Figure 1. Routing congestion map.
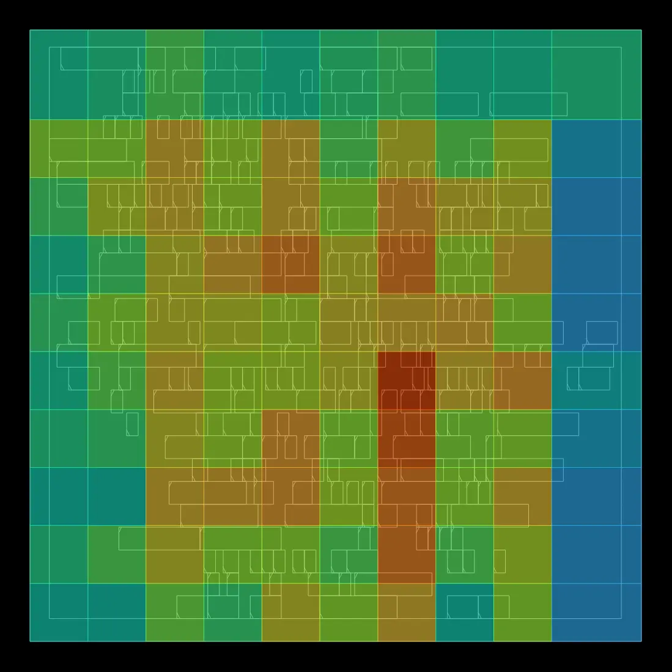
Figure 2. Routed metal per tile.
Bar = 20 um. The die is cut into 15 by 15 equal tiles; dark blue is low, red is high, scaled to the fullest tile. Values are wire area over tile area, all layers added.
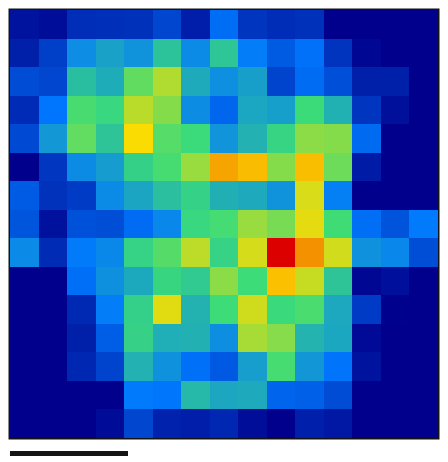
Figure 3. Placed cells, one color a class.
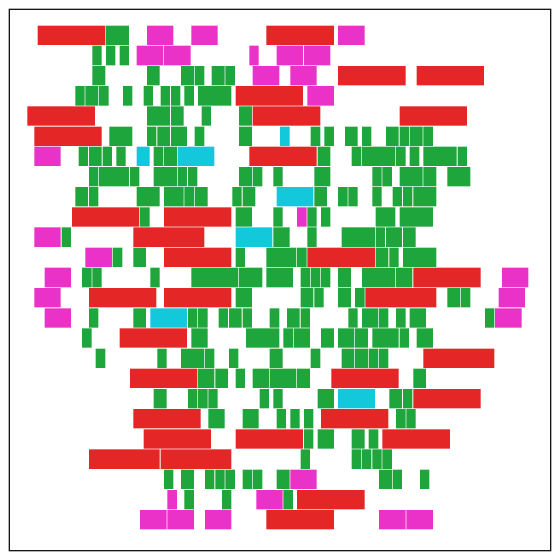
Figure 4. Where the registers sit.
Bar = 20 um.
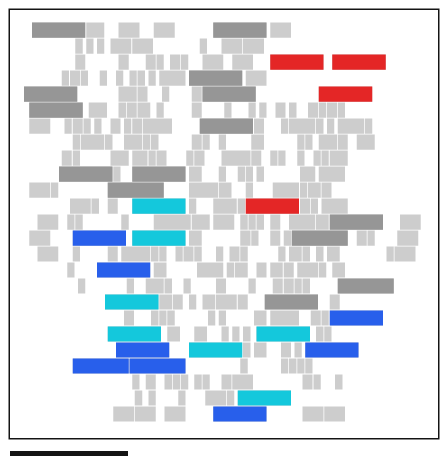
Figure 5. Signal wires by layer.
Bar = 20 um.
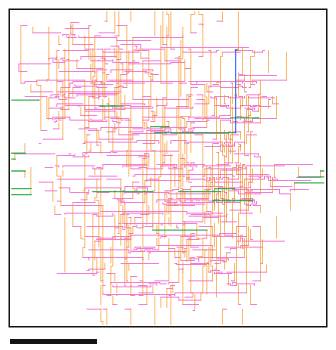
===== config.mk =====
export PLATFORM = sky130hd
export DESIGN_NAME = seq_detector_param
export DESIGN_NICKNAME = d
export VERILOG_FILES = /design/src/rtl/seqdet_pkg.sv /design/src/rtl/seqdet_sat_cnt.sv /design/src/rtl/seq_detector_param.sv
export SDC_FILE = /design/constraint.sdc
export NUM_CORES = 1
export LEC_CHECK = 0
export ABC_AREA = 1
export CAP_MARGIN = 5
export CORE_MARGIN = 2
export CORE_UTILIZATION = 40
export DETAILED_ROUTE_END_ITERATION = 10
export GPL_TIMING_DRIVEN = 0
export PLACE_DENSITY = 0.67
export SLEW_MARGIN = 20
export SYNTH_ARGS = -nofsm -noshare
export SYNTH_HDL_FRONTEND = slang
export SYNTH_SLANG_ARGS = --single-unit

===== constraint.sdc =====
create_clock -name clk -period 4.4 [get_ports clk]
set_input_delay 0.66 -clock clk [delete_from_list [all_inputs] [get_ports clk]]
set_output_delay 0.66 -clock clk [all_outputs]
set_load 0.03 [all_outputs]

===== src/rtl/seqdet_pkg.sv =====
// seqdet_pkg: default pattern constants plus length-mask and length-clamp helpers for seq_detector_param
package seqdet_pkg;
  localparam int PAT_W_D = 8;
  localparam int LEN_W = $clog2(PAT_W_D + 1);
  localparam logic [PAT_W_D-1:0] DEF_PAT = 8'b0000_0101;
  localparam int DEF_LEN = 3;
  function automatic logic [31:0] len_mask(input int unsigned l);
    return (l >= 32) ? '1 : (32'd1 << l) - 32'd1;
  endfunction
  function automatic int unsigned clamp_len(input int unsigned l, input int unsigned maxw);
    return (l == 0) ? 1 : (l > maxw) ? maxw : l;
  endfunction
endpackage


===== src/rtl/seqdet_sat_cnt.sv =====
// seqdet_sat_cnt: W-bit saturating counter (clk, rst async, inc, clr sync with clr+inc giving 1, cnt out)
module seqdet_sat_cnt #(
  parameter int W = 8
) (
  input  logic         clk,
  input  logic         rst,
  input  logic         inc,
  input  logic         clr,
  output logic [W-1:0] cnt
);
  always_ff @(posedge clk or posedge rst)
    if (rst) cnt <= '0;
    else if (clr) cnt <= W'(inc);
    else if (inc && cnt != '1) cnt <= cnt + 1'b1;
endmodule


===== src/rtl/seq_detector_param.sv =====
// seq_detector_param: configurable serial pattern detector (x_valid/x in, cfg_we/cfg_pat/cfg_len/cfg_overlap load, cnt_clr, registered y pulse, saturating match_count)
module seq_detector_param
  import seqdet_pkg::*;
#(
  parameter int PAT_W = 8,
  parameter int CNT_W = 8,
  parameter logic [PAT_W-1:0] DEF_PAT = PAT_W'(seqdet_pkg::DEF_PAT),
  parameter int DEF_LEN = seqdet_pkg::DEF_LEN,
  localparam int LW = $clog2(PAT_W + 1)
) (
  input  logic             clk,
  input  logic             rst,
  input  logic             x_valid,
  input  logic             x,
  input  logic             cfg_we,
  input  logic [PAT_W-1:0] cfg_pat,
  input  logic [LW-1:0]    cfg_len,
  input  logic             cfg_overlap,
  input  logic             cnt_clr,
  output logic             y,
  output logic [CNT_W-1:0] match_count
);
  logic [PAT_W-1:0] hist, pat, hist_n, mask;
  logic [LW-1:0] fill, len, fill_n;
  logic ovl, match;
  always_comb begin
    hist_n = {hist[PAT_W-2:0], x};
    fill_n = (fill == LW'(PAT_W)) ? fill : fill + 1'b1;
    mask = PAT_W'(len_mask(32'(len)));
    match = x_valid && !cfg_we && fill_n >= len && ((hist_n ^ pat) & mask) == '0;
  end
  always_ff @(posedge clk or posedge rst)
    if (rst) begin
      pat <= DEF_PAT;
      len <= LW'(DEF_LEN);
      ovl <= 1'b1;
      hist <= '0;
      fill <= '0;
      y <= 1'b0;
    end else if (cfg_we) begin
      pat <= cfg_pat;
      len <= LW'(clamp_len(32'(cfg_len), 32'(PAT_W)));
      ovl <= cfg_overlap;
      hist <= '0;
      fill <= '0;
      y <= 1'b0;
    end else if (x_valid) begin
      hist <= hist_n;
      fill <= (match && !ovl) ? '0 : fill_n;
      y <= match;
    end else y <= 1'b0;
  seqdet_sat_cnt #(.W(CNT_W)) u_cnt (
    .clk(clk),
    .rst(rst),
    .inc(match),
    .clr(cnt_clr),
    .cnt(match_count)
  );
endmodule


==> summary.txt <==
run metrics: M1 WL=1950 um, CTS tree=yes, DR DRC count=0, first-pass GRT wire length=7070 um, DR vias/cell=4.96, die area=5300 sq um, Biggest consumer=registers, placed wire-length estimate=3030 um, xor/xnor share=4.63%, yosys aoi share=8.99%, met2 WL=1950 um, tally of yosys warning messages=0, CTS Hold Bufs=0, Crit Reg-Reg Startpoint=fill[0], cell chain of the critical path=inv_1 > ha_1 > nand2_1 > nor2_1 > nor2_1 > ha_1 > nand2_1 > o211ai_1 > nand2_1 > o21ai_1 > o21ai_1, Top delay family on crit path=AND-OR/OR-AND gates, post_cts resized=0, Pre-Place Util=40.9%, Top Registers=pat x8, u_cnt.cnt x8, hist x7, Cell Type Count=27, Slew Limit Fails=0, fraction of layout cells with a size suffix above 1=9.49%, Flop pwr share=50.9%, clk latency late pin=280 ps, GRT busiest layer=met2, clock transition at the registers of the reported paths=70 ps, OpenROAD warnings=27, Worst EP required=4570 ps, YS chip area=1890 sq um, Critical Path Max Stage Delay=430 ps, fraction of area in multi-input gates=39.4%, run status=finished clean, largest cell class by area=combinational gates, clk root buf=clkbuf_8, mux frac, synth=0%, simple share=29.0%, diode count=0, P_sw=183 uW, Post-CTS Setup Inserts=0, Worst-Margin Slew=692 ps, sw frac=27.9%, Hold Path Origin=pat[2], Syn Std Cell Area=1890 sq um, cycle use final=51.6%, met3 usage=3.73%, comb pwr=108 uW, r2r setup slk=2130 ps, metal3 WL=118 um, crit-path most repeated cell=nand2_1, CP endpoint=fill[0], Critical Path Sink Type=flip-flop, Final WS setup=2130 ps, final setup violation count=0, Buf/Inv on CP=1, Post-DRT Antenna Nets=0, Pwr Total=654 uW, vias in the first global route=1,654, fin cells=328, Die Y=72.8 um, # clk buffers=6, most frequent cells in the layout=65 x nand2_1, 32 x inv_1, 28 x dfrtp_1, worst hold path class=flip-flop to flip-flop, routability cong.=0.848, largest net degree at the start of global routing=34, Area growth syn-to-layout=21.4%, worst endpoint data arrival time=2440 ps, Fin. Hold Viols=0, Die W=72.8 um, Total Neg Setup Slack=0 ps, # IOs=28, dpl cells=321, # rows=25, Clk power=213 uW, Cells after Synth=241, mi-comb count=167, GRT met1 Usage=22.1%, initial antenna violation count=0, Post-synth top cells=65 x nand2_1, 33 x inv_1, 28 x dfrtp_1, clock buffer depth=2, Seq cells=33, yosys cell count=241, Leak Pwr=0.00111 uW, CP Launch Type=flip-flop, Place WS=1920 ps, most numerous logic cell after layout=nand2_1, Clock-cell share=3.38%, Design Area, Final=2300 sq um
## Picture notes: Figure 1
final core occ: 49.6%
drt wl/cell: 12.3 um
Global Route Usage Sum: 17.1%
met2 Use GR: 28.9%

## Picture notes: Figure 2
emptiest ninth of the die: bottom left
tiles over half the peak: 18%
mean over tiles: 0.12
nearly empty tiles: 21%
densest ninth of the die: middle
fullest tile: 0.44
total length of routed wires: 4040 um
via count: 1,626

## Picture notes: Figure 3
| class | color | cells | share of their area |
|---|---|---|---|
| flops | red | 33 | 37% |
| combinational and other logic | green | 205 | 47% |
| clock drivers and dummy loads | cyan | 7 | 3.5% |
| other buffers and delay cells | magenta | 29 | 12% |

## Picture notes: Figure 4
| signal | color | sequential cells |
|---|---|---|
| pat | blue | 8 |
| fill | red | 4 |
| hist | cyan | 7 |
not colored: 14
sequential power: 333 uW
register fraction of the total cell area: 36.2%
Flop area: 832 sq um

## Picture notes: Figure 5
| layer | color | wire length |
|---|---|---|
| metal 4 | blue | 19.0 um |
| metal 2 | orange | 1,950 um |
| metal 1 | magenta | 1,950 um |
| metal 3 | green | 119 um |

No activity file was given, so power comes from the tool's default toggle rates.
